File: config.mk
export PLATFORM = sky130hd
export DESIGN_NAME = pipe_hazard_ctrl
export DESIGN_NICKNAME = d
export VERILOG_FILES = /design/src/rtl/pipe_hazard_ctrl.sv
export SDC_FILE = /design/constraint.sdc
export NUM_CORES = 1
export LEC_CHECK = 0
export ABC_AREA = 1
export ABC_CLOCK_PERIOD_IN_PS = 2050
export CAP_MARGIN = 20
export CORE_AREA = 10 10 62 84
export CTS_CLUSTER_DIAMETER = 120
export DETAILED_ROUTE_END_ITERATION = 10
export DIE_AREA = 0 0 72 94
export PLACE_DENSITY = 0.71
export SLEW_MARGIN = 20
export SYNTH_ARGS = -nofsm -noshare
export SYNTH_HDL_FRONTEND = slang
export SYNTH_SLANG_ARGS = --single-unit
File: constraint.sdc
create_clock -name clk -period 2.05 [get_ports clk]
set_clock_uncertainty 0.15 [all_clocks]
set_input_delay 0.41 -clock clk [delete_from_list [all_inputs] [get_ports clk]]
set_output_delay 0.41 -clock clk [all_outputs]
set_load 0.01 [all_outputs]
File: src/rtl/pipe_hazard_ctrl.sv
// ---------------------------------------------------------------------------
// pipe_hazard_ctrl
//
// Purpose:
//   Tracks the instructions that have left ID in a short in-order pipeline
//   (stage 0 = EXE, 1 = MEM, 2 = WB, ...). It decides whether the instruction
//   in ID must be held back (stall). When forwarding is built in, it also
//   tells EXE where each operand should come from (sel_src1 / sel_src2).
//
// Configuration macro:
//   PIPE_FORWARD_EN - when defined, results are forwarded from later stages.
//                     Only loads that are still too young cause a stall.
//                     When undefined, the sel outputs are tied to 0. ID then
//                     stalls on any producer that has not yet reached the
//                     last tracked stage.
//
// Parameters:
//   NUM_STAGES - tracked post-ID stages (2..6)
//   LOAD_STAGE - first stage whose load result can be forwarded
//   REG_AW     - register address width
//
// Ports:
//   clk          rising-edge clock
//   rst          asynchronous active-low reset
//   id_valid     ID holds a real instruction
//   id_src1/2    ID source registers
//   id_use_src1  ID reads src1
//   id_two_src   ID reads src2
//   id_dest      ID destination register
//   id_wb_en     ID writes back
//   id_mem_r_en  ID is a load
//   branch_taken EXE resolved a taken branch (flush)
//   stall        freeze PC and IF/ID this cycle
//   sel_src1/2   EXE operand source: 0 = register file, k = stage k result
//   exe_valid    stage 0 holds a real instruction
//   stall_cnt    saturating count of stall cycles
// ---------------------------------------------------------------------------
module pipe_hazard_ctrl #(
    parameter int NUM_STAGES = 3,
    parameter int LOAD_STAGE = 2,
    parameter int REG_AW     = 4,
    localparam int SEL_W     = (NUM_STAGES > 2) ? $clog2(NUM_STAGES) : 1
) (
    input  logic              clk,
    input  logic              rst,
    input  logic              id_valid,
    input  logic [REG_AW-1:0] id_src1,
    input  logic [REG_AW-1:0] id_src2,
    input  logic              id_use_src1,
    input  logic              id_two_src,
    input  logic [REG_AW-1:0] id_dest,
    input  logic              id_wb_en,
    input  logic              id_mem_r_en,
    input  logic              branch_taken,
    output logic              stall,
    output logic [SEL_W-1:0]  sel_src1,
    output logic [SEL_W-1:0]  sel_src2,
    output logic              exe_valid,
    output logic [15:0]       stall_cnt
);

    logic [NUM_STAGES-1:0]             r_valid;
    logic [NUM_STAGES-1:0]             r_wbEn;
    logic [NUM_STAGES-1:0]             r_memREn;
    logic [NUM_STAGES-1:0]             r_use1;
    logic [NUM_STAGES-1:0]             r_use2;
    logic [NUM_STAGES-1:0][REG_AW-1:0] r_dest;
    logic [NUM_STAGES-1:0][REG_AW-1:0] r_src1;
    logic [NUM_STAGES-1:0][REG_AW-1:0] r_src2;
    logic [15:0]                       r_stallCnt;

    logic [NUM_STAGES-1:0] w_match;
    logic                  w_stall;
    logic [SEL_W-1:0]      w_sel1;
    logic [SEL_W-1:0]      w_sel2;
    logic                  w_unused;

    // A stage conflicts with ID when it will write a register that ID reads.
    // The stage must be live and actually write back.
    always_comb begin
        w_match = '0;
        for (int k = 0; k < NUM_STAGES; k++) begin
            w_match[k] = id_valid && r_valid[k] && r_wbEn[k] &&
                         ((id_use_src1 && (id_src1 == r_dest[k])) ||
                          (id_two_src  && (id_src2 == r_dest[k])));
        end
    end

`ifdef PIPE_FORWARD_EN
    // Only a load that has not yet reached LOAD_STAGE is a problem. Its data
    // would not exist by the time the ID instruction reaches EXE.
    always_comb begin
        w_stall = 1'b0;
        for (int k = 0; k < NUM_STAGES; k++) begin
            if (((k + 1) < LOAD_STAGE) && w_match[k] && r_memREn[k]) begin
                w_stall = 1'b1;
            end
        end
    end

    // Scan from the oldest stage down to stage 1 so the youngest (nearest)
    // producer is written last and wins. An EXE bubble never forwards.
    always_comb begin
        w_sel1 = '0;
        w_sel2 = '0;
        for (int k = NUM_STAGES - 1; k >= 1; k--) begin
            if (r_valid[0] && r_use1[0] && r_valid[k] && r_wbEn[k] &&
                (r_dest[k] == r_src1[0])) begin
                w_sel1 = SEL_W'(k);
            end
            if (r_valid[0] && r_use2[0] && r_valid[k] && r_wbEn[k] &&
                (r_dest[k] == r_src2[0])) begin
                w_sel2 = SEL_W'(k);
            end
        end
    end
`else
    // Without forwarding, every producer must reach the last tracked stage
    // before its result can be read from the register file.
    always_comb begin
        w_stall = |w_match[NUM_STAGES-2:0];
    end

    assign w_sel1 = '0;
    assign w_sel2 = '0;
`endif

    // Stage shift register. On a stall or flush, EXE receives a bubble.
    // The ID fields are still copied into stage 0, but only the valid bit
    // is meaningful for a bubble. Flush and stall together give one bubble.
    always_ff @(posedge clk or negedge rst) begin
        if (!rst) begin
            r_valid    <= '0;
            r_wbEn     <= '0;
            r_memREn   <= '0;
            r_use1     <= '0;
            r_use2     <= '0;
            r_dest     <= '0;
            r_src1     <= '0;
            r_src2     <= '0;
            r_stallCnt <= '0;
        end else begin
            for (int k = 1; k < NUM_STAGES; k++) begin
                r_valid[k]  <= r_valid[k-1];
                r_wbEn[k]   <= r_wbEn[k-1];
                r_memREn[k] <= r_memREn[k-1];
                r_use1[k]   <= r_use1[k-1];
                r_use2[k]   <= r_use2[k-1];
                r_dest[k]   <= r_dest[k-1];
                r_src1[k]   <= r_src1[k-1];
                r_src2[k]   <= r_src2[k-1];
            end
            r_valid[0]  <= id_valid && !w_stall && !branch_taken;
            r_wbEn[0]   <= id_wb_en;
            r_memREn[0] <= id_mem_r_en;
            r_use1[0]   <= id_use_src1;
            r_use2[0]   <= id_two_src;
            r_dest[0]   <= id_dest;
            r_src1[0]   <= id_src1;
            r_src2[0]   <= id_src2;
            if (w_stall && (r_stallCnt != 16'hFFFF)) begin
                r_stallCnt <= r_stallCnt + 16'd1;
            end
        end
    end

    // Some stage fields are only meaningful in one build flavour.
    // They are collected here so that they do not dangle.
    assign w_unused = ^{w_match, r_valid, r_wbEn, r_memREn, r_use1, r_use2,
                        r_dest, r_src1, r_src2, LOAD_STAGE[0]};

    assign stall     = w_stall;
    assign sel_src1  = w_sel1;
    assign sel_src2  = w_sel2;
    assign exe_valid = r_valid[0];
    assign stall_cnt = r_stallCnt;

endmodule

**Run 1: the metal 2 layer**

Drawn at 4 px/um.
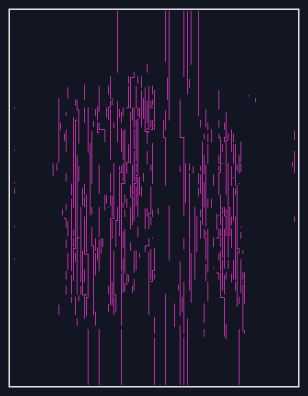
- main direction: vertical
- longest straight run: 34.7 um
- wire length on this layer: 1960 um
- share of all routed wire: 52%
via count: 1471
met2 track utilization from global routing: 0.228
sum of routed wire length over all layers: 3800 um

**Run 1: placement density heat map**

Drawn at 4 px/um. The die is cut into 7 by 9 equal tiles; black is low, pale yellow is high, 0 to 100% covered.
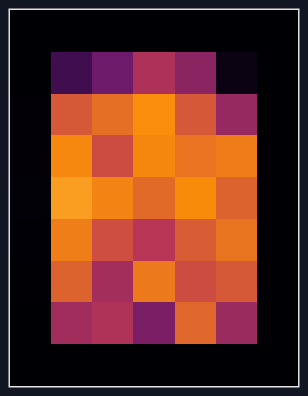
- nearly empty tiles: 44%
- mean over tiles: 31%
- fullest tile: 79%
- densest ninth of the die: centre
- tiles over 75% full: 3.2%

==> results.txt, run 1 <==
FMAX: 526 MHz
Critical Path End Type: output pin
part of the power in the clock network: 0.360
Post-route DRC: 0
combinational fraction of design power: 0.132
Logic Gate Count: 168
DR top layer: met4
max-slew violations: 0
clock sink count: 28
All-Layer GR Usage: 0.123
# Cells Yosys: 226
switching power: 270 uW
library cell occupying the most area in the post-synthesis netlist: sky130_fd_sc_hd__dfrtp_1
hold slack final: 0.226 ns
area of all placed cells without fillers: 0.00215 mm^2
total met2 wirelength after detailed routing: 1960 um
number of standard-cell rows in the floorplan: 26
non-clock buffer count: 41
Top cells by area: sky130_fd_sc_hd__dfrtp_1 (42%), sky130_fd_sc_hd__nand2_1 (19%), sky130_fd_sc_hd__nand3_1 (7.2%)
leak pwr: 0.00114 uW
synthesis-to-finish area growth: 28.5%
type of the most critical hold path: reg2reg
Total Nets Final: 288
Chip Area, Yosys: 0.00168 mm^2
TritonCTS buffer count: 3
power density normalized to cell area: 551 mW/mm^2
number of buffers inserted by post-CTS setup repair: 0
most frequent cells in the layout: sky130_fd_sc_hd__nand2_1 (84), sky130_fd_sc_hd__dfrtp_1 (28), sky130_fd_sc_hd__clkdlybuf4s50_1 (25)
Logic family by area: simple AND/OR/NAND/NOR gates
Sequential Power Share: 0.508
sequential share of cell area: 0.325
Inverters, non-clock: 25
worst setup margin: 0.147 ns
clock buffer depth: 2
endpoint required time on the critical path: 1.49 ns
combined area of all synthesized cells: 0.00168 mm^2
CP max-delay cell: sky130_fd_sc_hd__clkdlybuf4s50_1
post-cts hold-fix buffer tally: 0
proportion of layout cells with a drive suffix above 1: 0.0865
post-layout period usage of the worst path: 0.928
Root Buffer: sky130_fd_sc_hd__clkbuf_8
largest cell class by area: multi-input combinational cells
share of cell area taken by multi-input logic gates: 0.387
AO/OA Area Share: 0
maximum number of pins on one net before global-route repair: 29
Placement Cell Area: 0.00207 mm^2
register clock-pin slew on the reported worst setup and hold paths: 0.09 ns
iteration tally of the first detailed-router pass: 4
total number of warnings across the stage logs: 28
final instance count without filler cells: 308
Initial Utilization: 0.460
fraction of synthesized cell area in xor and xnor cells: 0.0731
Layout clock buffers: 3
Synth flops: 28
sequential-to-total area share from yosys stat: 0.418
TritonCTS clock tree: built
adder-cell area share of the yosys netlist: 0.00746
number of failing setup endpoints in the final timing report: 0
H-Tree Depth: 1
post-detailed-route wirelength per cell: 12.3 um
Port-buffer cells: 36
family with the most delay on the worst path: buffers and inverters
result of the run: finished clean
post-layout minimum cycle time: 1.90 ns
share of Yosys cell area claimed by the top area cell type: 0.418
Final Hold Fails: 0
internal power contribution: 917 uW
antenna violations before repair: 0
fraction of area in clock buffers and inverters: 0.0331
fraction of power spent switching nets: 0.227
critical path data arrival time: 1.34 ns
Routed met3 length: 242 um
share of synthesized area spent on multiplexers: 0
HPWL after detailed placement: 2960 um
total placed cells including tap cells: 304
Setup crit start kind: primary input
type of the setup path with the least slack: in2out
via/cell ratio: 4.78
via count of the first global-routing pass: 1562
diodes inserted: 0
met1 usage: 0.127
post-synthesis share of cell area spent on and, or, nand and nor gates: 0.405
pre-CTS setup slack: -0.549 ns
maximum net fanout on the critical path: 2
met1 WL: 1520 um
area enclosed by the die boundary: 0.00677 mm^2
average footprint of a synthesized cell: 7.42 um^2
Power, Total: 1190 uW
most heavily used metal layer in global routing: met2
Non-clock buffering overhead: 0.186
unrepaired setup endpoints after global routing: true
clk latency late pin: 0.27 ns
fillcell total: 347
cells along the critical path: clkdlybuf4s50_1 -> inv_1 -> nor2_1 -> nand2_1 -> nand2_2 -> buf_6
well tap count: 42
routing usage on met3: 0.0317
sequential standard cell area: 701 um^2
first-pass GRT wire length: 6820 um
Remaining Overflow, GRT: 0
violation tally from detailed-route iteration zero: 30
layout sequential cell count: 28
Buffers & Inverters on Critical Path: 3
number of different library cells in the post-synthesis netlist: 22
commonest non-fill, non-tap cell in the layout: sky130_fd_sc_hd__nand2_1
delay of the slowest critical-path stage: 0.48 ns
area of combinational cells with multiple inputs: 835 um^2
Setup TNS Final: 0 ns
number of ports placed on the die boundary: 42
yosys synthesis warning count: 0
max_cap viols: 0
routability cong.: 0.935
remaining antenna violation count: 0
cells after synthesis: 226
final core area utilization: 0.591
**Run 1: floorplan with the power grid**

Drawn at 4 px/um. Pins as bars on the die edge.
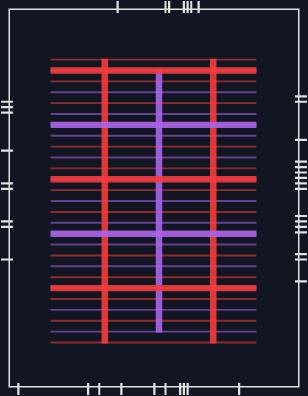
- VDD: purple
- VSS: red
- met5 straps: 5
- signal pins: 42
- rows: 26
- met1 rails: 27
- met4 straps: 3
area of the placeable core: 0.00364 mm^2
Die Ht: 94 um
overall die width: 72 um
worst vdd ir: 442 uV

## run 1: what timing repair did
item                                   in CTS  in global routing
endpoints found under the hold margin       0                  0
pin swaps                                   1                 10
setup endpoints to repair                   1                 12
resized                                    12                  8
## run 1: state kept, by name, indices dropped and copies added, names as in the netlist
signal and count:
r_wbEn 2, stall_cnt 16, r_valid 2, r_dest 8
## run 1: cells in the mapped netlist (all sizes together)
library cell / count
and2: 1
and3: 1
buf: 8
conb: 1
dfrtp: 28
ha: 1
inv: 25
nand2: 86
nand3: 26
nand3b: 1
nand4: 4
nor2: 24
nor3: 6
xnor2: 4
xor2: 10
## run 1: path summary, 6_finish.rpt
path / from / end / slack [ns] / cells past startpoint
min in group asynchronous: rst / stall_cnt[2]$_DFFE_PN0P_ / 0.35 / 2
worst max register to register: stall_cnt[0]$_DFFE_PN0P_ / stall_cnt[8]$_DFFE_PN0P_ / 0.24 / 7
worst min register to register: r_wbEn[0]$_DFF_PN0_ / r_wbEn[1]$_DFF_PN0_ / 0.23 / 0
worst min-delay path: r_wbEn[0]$_DFF_PN0_ / r_wbEn[1]$_DFF_PN0_ / 0.23 / 0
worst max-delay path: id_valid / stall / 0.15 / 6
max in group asynchronous: rst / r_dest[3]$_DFF_PN0_ / 1.13 / 2
## run 1: power by group through the flow
stage | combinational [uW] | clock (uW) | sequential, uW
2_1_floorplan | 71.2 | 0 | 615
3_3_place_gp | 162 | 0 | 613
3_5_place_dp | 162 | 0 | 614
4_1_cts | 160 | 444 | 603
5_1_grt | 181 | 468 | 609
6_report | 157 | 427 | 603
## run 1: kinds of logic after synthesis
kind of cell,after synthesis
xor gates and xnor gates,14
adders and majority gates,1
buffers and inverters,33
DFF,28
other,1
and+or+nand+nor,149
==> run 2, diff against run 1 <==
==> config.mk (replaced) <==
export PLATFORM = sky130hd
export DESIGN_NAME = pipe_hazard_ctrl
export DESIGN_NICKNAME = d
export VERILOG_FILES = /design/src/rtl/pipe_hazard_ctrl.sv
export SDC_FILE = /design/constraint.sdc
export NUM_CORES = 1
export LEC_CHECK = 0
export CAP_MARGIN = 20
export CORE_AREA = 10 10 58 78
export CTS_CLUSTER_DIAMETER = 120
export DETAILED_ROUTE_END_ITERATION = 10
export DIE_AREA = 0 0 68 88
export PLACE_DENSITY = 0.72
export SLEW_MARGIN = 20
export SYNTH_ARGS = -nofsm -noshare
export SYNTH_HDL_FRONTEND = slang
export SYNTH_SLANG_ARGS = --single-unit
**Run 2: clock wiring as the flow saved it**

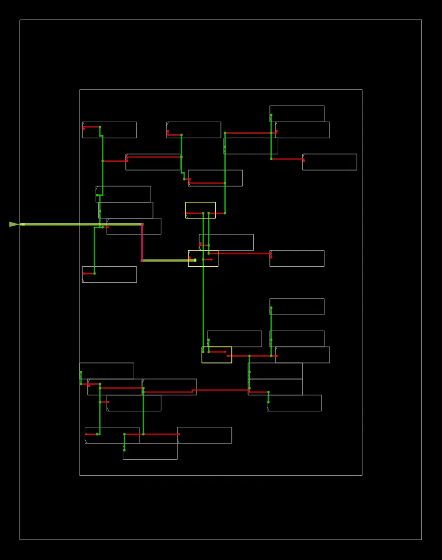
clk latency late pin: 0.26 ns
layout sequential cell count: 28
Layout clock buffers: 3

**Run 2: the metal 2 layer**

Drawn at 4 px/um.
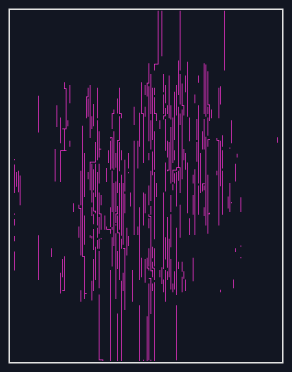
- nets with wire on the layer: 184
- wire length on this layer: 1800 um
- main direction: vertical
- share of all routed wire: 54%
- longest straight run: 32.6 um

==> run 2 against run 1 <==
Against the previous run: the run now ends with negative setup slack left; first-iteration DRC count rose by 3.3%; cell count down 31%; synthesized area is 19% lower; cell area down 3.7%; core utilization rose by 7.3 points; synthesized cell count decreased by 48%; total power shrank 8.0%; critical endpoint unchanged; highest routed layer unchanged.
==> results.txt, run 2 <==
Root Buffer: sky130_fd_sc_hd__clkbuf_8
Post-route DRC: 0
Remaining Overflow, GRT: 0
via/cell ratio: 5.21
endpoint required time on the critical path: 1.49 ns
remaining antenna violation count: 0
area of the placeable core: 0.00312 mm^2
Setup TNS Final: -0.221 ns
TritonCTS clock tree: built
top_reg_cell synth: sky130_fd_sc_hd__dfrtp_1
pre-CTS setup slack: -0.750 ns
FMAX: 463 MHz
delay of the slowest critical-path stage: 0.42 ns
number of different library cells in the post-synthesis netlist: 27
Initial Utilization: 0.437
Port-buffer cells: 36
post-cts hold-fix buffer tally: 0
Critical Path End Type: output pin
HPWL after detailed placement: 2520 um
power density normalized to cell area: 526 mW/mm^2
share of Yosys cell area claimed by the top area cell type: 0.513
All-Layer GR Usage: 0.110
commonest cells in the synthesized netlist: sky130_fd_sc_hd__dfrtp_1 (28), sky130_fd_sc_hd__xnor2_1 (19), sky130_fd_sc_hd__nand4_1 (10), sky130_fd_sc_hd__xor2_1 (10)
via count of the first global-routing pass: 1198
Power, Total: 1090 uW
hold slack final: 0.262 ns
cells after synthesis: 117
TritonCTS buffer count: 3
result of the run: finished, violations left
Total Nets Final: 196
number of buffers inserted by post-CTS setup repair: 2
most heavily used metal layer in global routing: met2
Buffers & Inverters on Critical Path: 2
DR top layer: met4
Largest register FFs: 16
via count: 1105
number of standard-cell rows in the floorplan: 24
failing checks: negative setup slack
number of ports placed on the die boundary: 42
type of the setup path with the least slack: reg2out
max-slew violations: 0
yosys synthesis warning count: 0
number of enable-type register cells in the synthesized netlist: 0
Placement Cell Area: 0.00187 mm^2
maximum number of pins on one net before global-route repair: 29
sequential-to-total area share from yosys stat: 0.513
cells along the critical path: buf_6 -> xnor2_1 -> nand4_1 -> nor2_2 -> or3_4 -> buf_6
maximum net fanout on the critical path: 2
max_cap viols: 0
violation tally from detailed-route iteration zero: 31
H-Tree Depth: 1
routing usage on met3: 0.0320
register clock-pin slew on the reported worst setup and hold paths: 0.09 ns
# Cells Yosys: 117
library cell occupying the most area in the post-synthesis netlist: sky130_fd_sc_hd__dfrtp_1
worst setup margin: -0.111 ns
Top cells by area: sky130_fd_sc_hd__dfrtp_1 (51%), sky130_fd_sc_hd__xnor2_1 (12%), sky130_fd_sc_hd__xor2_1 (6.4%)
count of instances resized after the clock tree is built: 22
post-detailed-route wirelength per cell: 15.7 um
post-layout period usage of the worst path: 1.05
share of flip-flops with an asynchronous set or reset: 1.00
sum of routed wire length over all layers: 3320 um
commonest non-fill, non-tap cell in the layout: sky130_fd_sc_hd__dfrtp_1
clock buffer depth: 2
unrepaired setup endpoints after global routing: true
total placed cells including tap cells: 205
met1 usage: 0.106
Chip Area, Yosys: 0.00137 mm^2
Die Ht: 88 um
met2 track utilization from global routing: 0.203
first-pass GRT wire length: 5200 um
clock sink count: 28
met1 WL: 1200 um
total met2 wirelength after detailed routing: 1800 um
antenna violations before repair: 0
overall die width: 68 um
CP max-delay cell: sky130_fd_sc_hd__dfrtp_1
area enclosed by the die boundary: 0.00598 mm^2
diodes inserted: 0
Setup crit start kind: flop
Final Hold Fails: 0
synthesis-to-finish area growth: 52.1%
critical path data arrival time: 1.60 ns
leak pwr: 0.000975 uW
proportion of layout cells with a drive suffix above 1: 0.272
area of all placed cells without fillers: 0.00208 mm^2
post-layout minimum cycle time: 2.16 ns
total number of warnings across the stage logs: 29
combined area of all synthesized cells: 0.00137 mm^2
type of the most critical hold path: reg2reg
routability cong.: 0.797
family with the most delay on the worst path: simple AND/OR/NAND/NOR gates
worst vdd ir: 465 uV
final instance count without filler cells: 212
Routed met3 length: 251 um
iteration tally of the first detailed-router pass: 4
average footprint of a synthesized cell: 11.7 um^2
number of failing setup endpoints in the final timing report: 5
**Run 2: where the registers sit**

Drawn at 4 px/um. Other sequential cells in the stronger grey, the rest of the logic in the fainter grey.
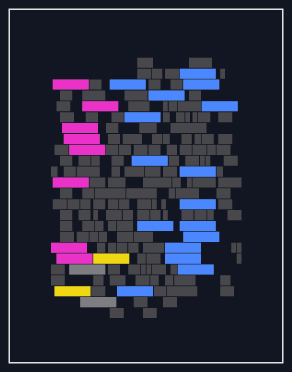
- r_dest: magenta (placed flops 8)
- stall_cnt: blue (placed flops 16)
- r_wbEn: yellow (placed flops 2)
- not coloured: 2
Seq power: 598 uW
final core area utilization: 0.665

[run 2: cell types whose count changed in the layout (fill, tap and decap cells not counted), moves of 7 or more]
cell,previous run,this run
sky130_fd_sc_hd__buf_4,5,13
sky130_fd_sc_hd__nor2_1,20,3
sky130_fd_sc_hd__nand3_1,24,6
sky130_fd_sc_hd__xnor2_1,4,16
sky130_fd_sc_hd__nand2_1,84,7
sky130_fd_sc_hd__nand4_1,3,10
sky130_fd_sc_hd__inv_1,22,2
[run 2: where the power goes]
group	total (uW)	leakage [uW]	switching (uW)	internal [uW]
logic	212	0.000599	92.3	120
registers	598	0.000354	20.1	578
clock network	283	0.0000216	152	131
[run 2: kinds of logic after synthesis]
kind of cell	share of synthesized area
AOI/OAI and AO/OA	0.0321
xor gates and xnor gates	0.186
adders and majority gates	0.00916
buffers and inverters	0.0357
DFF	0.513
muxes	0.0302
other	0.00275
and+or+nand+nor	0.191
[run 2: final timing paths]
kind                                                  end  depth (start not counted)                 from  slack, ns
worst max-delay path                                stall                          6  r_dest[6]$_DFF_PN0_      -0.11
worst min-delay path                  r_wbEn[1]$_DFF_PN0_                          0  r_wbEn[0]$_DFF_PN0_       0.26
worst max register to register  stall_cnt[14]$_DFFE_PN0P_                          9  r_dest[6]$_DFF_PN0_      -0.05
worst min register to register        r_wbEn[1]$_DFF_PN0_                          0  r_wbEn[0]$_DFF_PN0_       0.26
max in group asynchronous             r_wbEn[1]$_DFF_PN0_                          2                  rst       1.12
min in group asynchronous        stall_cnt[7]$_DFFE_PN0P_                          2                  rst       0.37
[run 2: cell type report]
type	instances	area [um^2]
multi-input combinational	85	743
sequential	28	701
clock buffer	3	41.3
tap	39	48.8
fill	255	1050
timing repair buffer	55	534
inverter	2	7.51
No activity file was given, so power comes from the tool's default toggle rates.
